**Cells by drive strength**

Scale: 6 px per um.
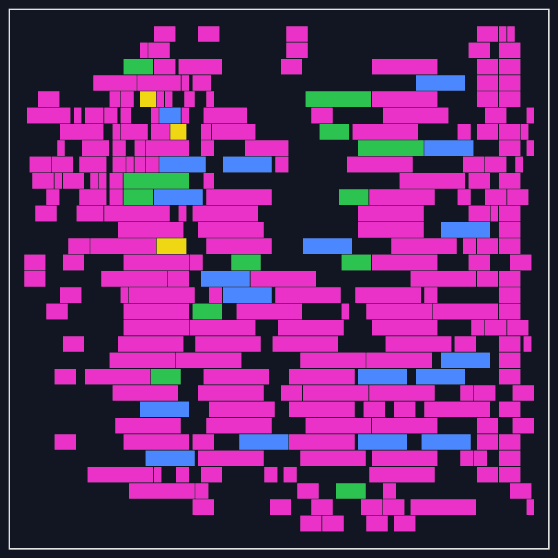
**Metal 3**

Scale: 6 px per um.
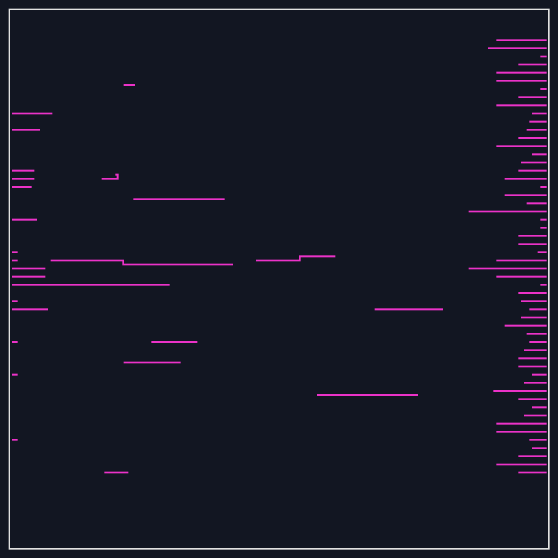
**Register map, names as in the netlist**

Scale: 4 px per um. Other sequential cells in the stronger grey, the rest of the logic in the fainter grey.
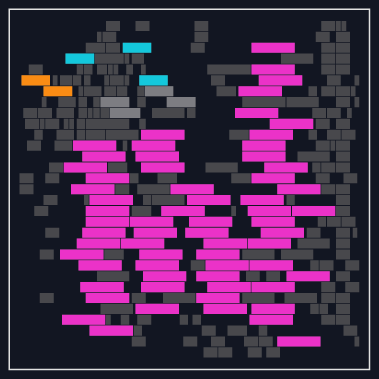
**Wire density map**

Scale: 4 px per um. The die is cut into 18 by 18 equal tiles; black is low, pale yellow is high, scaled to the fullest tile. Values are wire area over tile area, all layers added.
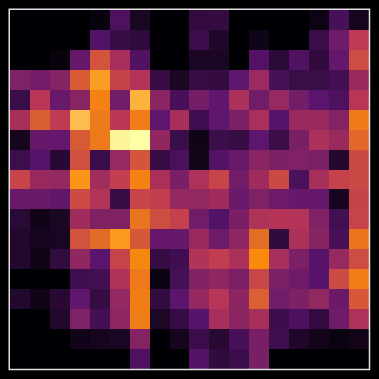
===== src/rtl/ir_pkg.sv =====
// rtl/ir_pkg.sv - instruction field positions, opcodes and immediate helpers
package ir_pkg;

  localparam int OPC_MSB  = 15;
  localparam int OPC_LSB  = 12;
  localparam int RT_MSB   = 11;
  localparam int RT_LSB   = 8;
  localparam int RS_MSB   = 7;
  localparam int RS_LSB   = 4;
  localparam int FN_MSB   = 3;
  localparam int FN_LSB   = 0;
  localparam int SWLW_MSB = 11;
  localparam int SWLW_LSB = 10;
  localparam int OFF_MSB  = 9;
  localparam int OFF_LSB  = 8;
  localparam int IMM_MSB  = 7;
  localparam int IMM_LSB  = 0;
  localparam int JT_MSB   = 11;
  localparam int JT_LSB   = 0;

  localparam logic [3:0] ADD     = 4'b1000;
  localparam logic [3:0] ADDIMEX = 4'b1001;
  localparam logic [3:0] ADDIMZ  = 4'b1010;
  localparam logic [3:0] SUB     = 4'b1100;
  localparam logic [3:0] LW      = 4'b0001;
  localparam logic [3:0] SW      = 4'b0010;
  localparam logic [3:0] JMP     = 4'b0011;
  localparam logic [3:0] BE      = 4'b0100;
  localparam logic [3:0] BNE     = 4'b0101;

  function automatic logic [15:0] sign_ext8(input logic [7:0] imm);
    return {{8{imm[7]}}, imm};
  endfunction

  function automatic logic [15:0] zero_ext8(input logic [7:0] imm);
    return {8'h00, imm};
  endfunction

endpackage


===== src/rtl/ir_field_decode.sv =====
// rtl/ir_field_decode.sv - combinational field slicer with immediate extension and valid gate
module ir_field_decode
  import ir_pkg::*;
(
  input  logic        valid,
  input  logic [15:0] instr,
  output logic [3:0]  OPCODE,
  output logic [3:0]  FUNCFIELD,
  output logic [3:0]  A_ReadReg1RT,
  output logic [3:0]  A_ReadReg2RT,
  output logic [1:0]  A_Offset,
  output logic [1:0]  A_RegSWLW,
  output logic [3:0]  A_WriteRegRT_BT,
  output logic [15:0] IMM_SX,
  output logic [15:0] IMM_ZX,
  output logic [11:0] JMP_TGT
);

  // slice the word into fields; everything reads as zero when no entry is present
  always_comb begin
    OPCODE          = '0;
    FUNCFIELD       = '0;
    A_ReadReg1RT    = '0;
    A_ReadReg2RT    = '0;
    A_Offset        = '0;
    A_RegSWLW       = '0;
    A_WriteRegRT_BT = '0;
    IMM_SX          = '0;
    IMM_ZX          = '0;
    JMP_TGT         = '0;
    if (valid) begin
      OPCODE          = instr[OPC_MSB:OPC_LSB];
      FUNCFIELD       = instr[FN_MSB:FN_LSB];
      A_ReadReg1RT    = instr[RS_MSB:RS_LSB];
      A_ReadReg2RT    = instr[FN_MSB:FN_LSB];
      A_Offset        = instr[OFF_MSB:OFF_LSB];
      A_RegSWLW       = instr[SWLW_MSB:SWLW_LSB];
      A_WriteRegRT_BT = instr[RT_MSB:RT_LSB];
      IMM_SX          = sign_ext8(instr[IMM_MSB:IMM_LSB]);
      IMM_ZX          = zero_ext8(instr[IMM_MSB:IMM_LSB]);
      JMP_TGT         = instr[JT_MSB:JT_LSB];
    end
  end

endmodule


===== src/rtl/instr_prefetch_buffer.sv =====
// rtl/instr_prefetch_buffer.sv - DEPTH-entry instruction prefetch FIFO with decoded head
module instr_prefetch_buffer
  import ir_pkg::*;
#(
  parameter int IW    = 16,
  parameter int DEPTH = 4,
  parameter int CW    = $clog2(DEPTH + 1)
) (
  input  logic          clk,
  input  logic          rst,
  input  logic [IW-1:0] D_MemData,
  input  logic          C_IRWrite,
  output logic          in_ready,
  input  logic          C_IRAdvance,
  output logic          out_valid,
  input  logic          flush,
  output logic [CW-1:0] count,
  output logic [3:0]    OPCODE,
  output logic [3:0]    FUNCFIELD,
  output logic [3:0]    A_ReadReg1RT,
  output logic [3:0]    A_ReadReg2RT,
  output logic [1:0]    A_Offset,
  output logic [1:0]    A_RegSWLW,
  output logic [3:0]    A_WriteRegRT_BT,
  output logic [15:0]   IMM_SX,
  output logic [15:0]   IMM_ZX,
  output logic [11:0]   JMP_TGT
);

  localparam int AW = $clog2(DEPTH);

  logic [IW-1:0] mem [DEPTH];
  logic [AW-1:0] rd_ptr;
  logic [AW-1:0] wr_ptr;
  logic          push;
  logic          pop;
  logic [IW-1:0] head_word;

  // handshake status comes only from the registered occupancy
  assign in_ready  = (count < CW'(DEPTH));
  assign out_valid = (count != '0);
  assign push      = C_IRWrite && in_ready;
  assign pop       = C_IRAdvance && out_valid;
  assign head_word = mem[rd_ptr];

  // storage write; contents are not cleared, occupancy decides what is visible
  always_ff @(posedge clk) begin
    if (!rst && !flush && push) begin
      mem[wr_ptr] <= D_MemData;
    end
  end

  // pointers and occupancy: reset over flush over push/pop
  always_ff @(posedge clk) begin
    if (rst || flush) begin
      rd_ptr <= '0;
      wr_ptr <= '0;
      count  <= '0;
    end else begin
      if (push) begin
        wr_ptr <= wr_ptr + AW'(1);
      end
      if (pop) begin
        rd_ptr <= rd_ptr + AW'(1);
      end
      case ({push, pop})
        2'b10:   count <= count + CW'(1);
        2'b01:   count <= count - CW'(1);
        default: count <= count;
      endcase
    end
  end

  ir_field_decode u_decode (
    .valid           (out_valid),
    .instr           (head_word[15:0]),
    .OPCODE          (OPCODE),
    .FUNCFIELD       (FUNCFIELD),
    .A_ReadReg1RT    (A_ReadReg1RT),
    .A_ReadReg2RT    (A_ReadReg2RT),
    .A_Offset        (A_Offset),
    .A_RegSWLW       (A_RegSWLW),
    .A_WriteRegRT_BT (A_WriteRegRT_BT),
    .IMM_SX          (IMM_SX),
    .IMM_ZX          (IMM_ZX),
    .JMP_TGT         (JMP_TGT)
  );

endmodule


===== config.mk =====
export PLATFORM = sky130hd
export DESIGN_NAME = instr_prefetch_buffer
export DESIGN_NICKNAME = d
export VERILOG_FILES = /design/src/rtl/ir_pkg.sv /design/src/rtl/ir_field_decode.sv /design/src/rtl/instr_prefetch_buffer.sv
export SDC_FILE = /design/constraint.sdc
export NUM_CORES = 1
export LEC_CHECK = 0
export CAP_MARGIN = 10
export CORE_MARGIN = 2
export CORE_UTILIZATION = 45
export DETAILED_ROUTE_END_ITERATION = 16
export PLACE_DENSITY = 0.85
export SLEW_MARGIN = 20
export SYNTH_ARGS = -nofsm -noshare
export SYNTH_HDL_FRONTEND = slang
export SYNTH_SLANG_ARGS = --single-unit

===== constraint.sdc =====
create_clock -name clk -period 5.2 [get_ports clk]
set_input_delay 0.52 -clock clk [delete_from_list [all_inputs] [get_ports clk]]
set_output_delay 0.52 -clock clk [all_outputs]
set_load 0.005 [all_outputs]

==> metrics.csv <==
metric;value;unit
Reg-to-Reg End;count[2];
Post-synth seq share;0.636;
Post-Place Worst Slack;2.04;ns
Yosys cell types;24;
CP Max Fanout;16;
status;finished, final reports clean;
DIE AREA;8040;um^2
post-CTS resize count;0;
P_clk;506;uW
logic share of the area;0.184;
core area;7180;um^2
Pwr Total;1280;uW
yosys cell count;210;
Biggest register;mem;
# rows;31;
vias in the first global route;1653;
DRC errors left;0;
simple share;0.0621;
Slew HR;0.420;
HP Class;reg2reg;
Multi-input gate area;754;um^2
cts hold-fix bufs;0;
final-stage net count;281;
# diodes;0;
CP Capture Type;primary output;
Post-DP Area;3870;um^2
clk slew on worst S/H paths;0.07;ns
first-pass GRT wire length;7920;um
Int Pwr;1040;uW
Yosys chip area;3300;um^2
top layer used by detailed routing;met4;
setup TNS;0;ns
top cells, area;edfxtp_1, buf_4, mux4_2;
ys flop type;edfxtp_1;
Post-synth regs;73;
largest net degree at the start of global routing;22;
HPWL after detailed placement;3550;um
Crit path depth;3;
storage element area;2100;um^2
most used logic cell in the final layout;clkdlybuf4s50_1;
Top cell area share;0.582;
post-route core utilization;0.572;
Setup Viol. Count Final;0;
flop share of the area;0.513;
Die H;89.7;um
initial antenna violation count;0;
RSZ-0062 raised after global routing;false;
Clock buf/inv share;0.0567;
clk buf depth;2;
clock buf count;9;
GPL Wtd Cong;0.702;
Yosys warning total;0;
Clock power frac;0.394;
Tcrit/Tclk final;0.606;
XOR/XNOR Fraction of Synth Area;0.00795;
power share of the sequential group;0.506;
flip-flop and latch count;73;
inverters;8;
maxcap violations;0;
vias per cell;4.76;
switching power total;245;uW
Met2 Wirelength;2640;um
dominant kind of cell;flip-flops and latches;
Worst VDD drop;0.173;mV
top logic cells by instance count in the layout;clkdlybuf4s50_1, edfxtp_1, nor2b_1;
Comb gates;76;
Post-CTS Setup Bufs;0;
TritonCTS buffer count;9;
worst hold start;rd_ptr[0];
number of port buffers;85;
antenna-violating nets left;0;
leakage power;0.00134;uW
clk latency late pin;0.33;ns
slack of the critical path;2.05;ns
CP max-delay cell;dfxtp_1;
Initial DRC Count;87;
Worst path top cell family by delay;flip-flops;
Met1 Routed Length;2180;um
global routing usage on met1;0.172;
Initial Util;0.460;
worst path arrival time;2.63;ns
Fin. Hold Viols;0;
comb pwr;128;uW
WP data required;4.68;ns
Sw Ratio;0.191;
area leader, netlist;edfxtp_1;
crit path to;IMM_SX[10];
CP max stage delay;0.85;ns
P_seq;650;uW
Tapcells;99;
Notes on 'cells by drive strength' above:
- yellow: drive 3 to 4 (cells 3; share 1.2%)
- green: drive 6 and up (cells 12; share 4.6%)
- magenta: drive 1 or less (cells 226; share 87%)
- blue: drive 2 (cells 18; share 6.9%)
Non-Filler Cell Area, Final: 4100 um^2
Layout area overhead: 24.2%

Notes on 'metal 3' above:
- wire length on this layer: 438 um
- share of all routed wire: 8.3%
- nets with wire on the layer: 75
- main direction: horizontal
- longest straight run: 26.0 um
met3 usage: 0.0439
final WL: 5300 um

Notes on 'register map, names as in the netlist' above:
- magenta: mem (placed flops 64)
- cyan: count (placed flops 3)
- orange: wr_ptr (placed flops 2)
- not coloured: 4

Notes on 'wire density map' above:
- mean over tiles: 0.11
- nearly empty tiles: 14%
- emptiest ninth of the die: bottom left
- fullest tile: 0.37
- tiles over half the peak: 18%
vias: 1,703
Routed wire per std cell: 14.8 um
GRT Total Usage: 0.143

Power and IR drop assume default switching activity.
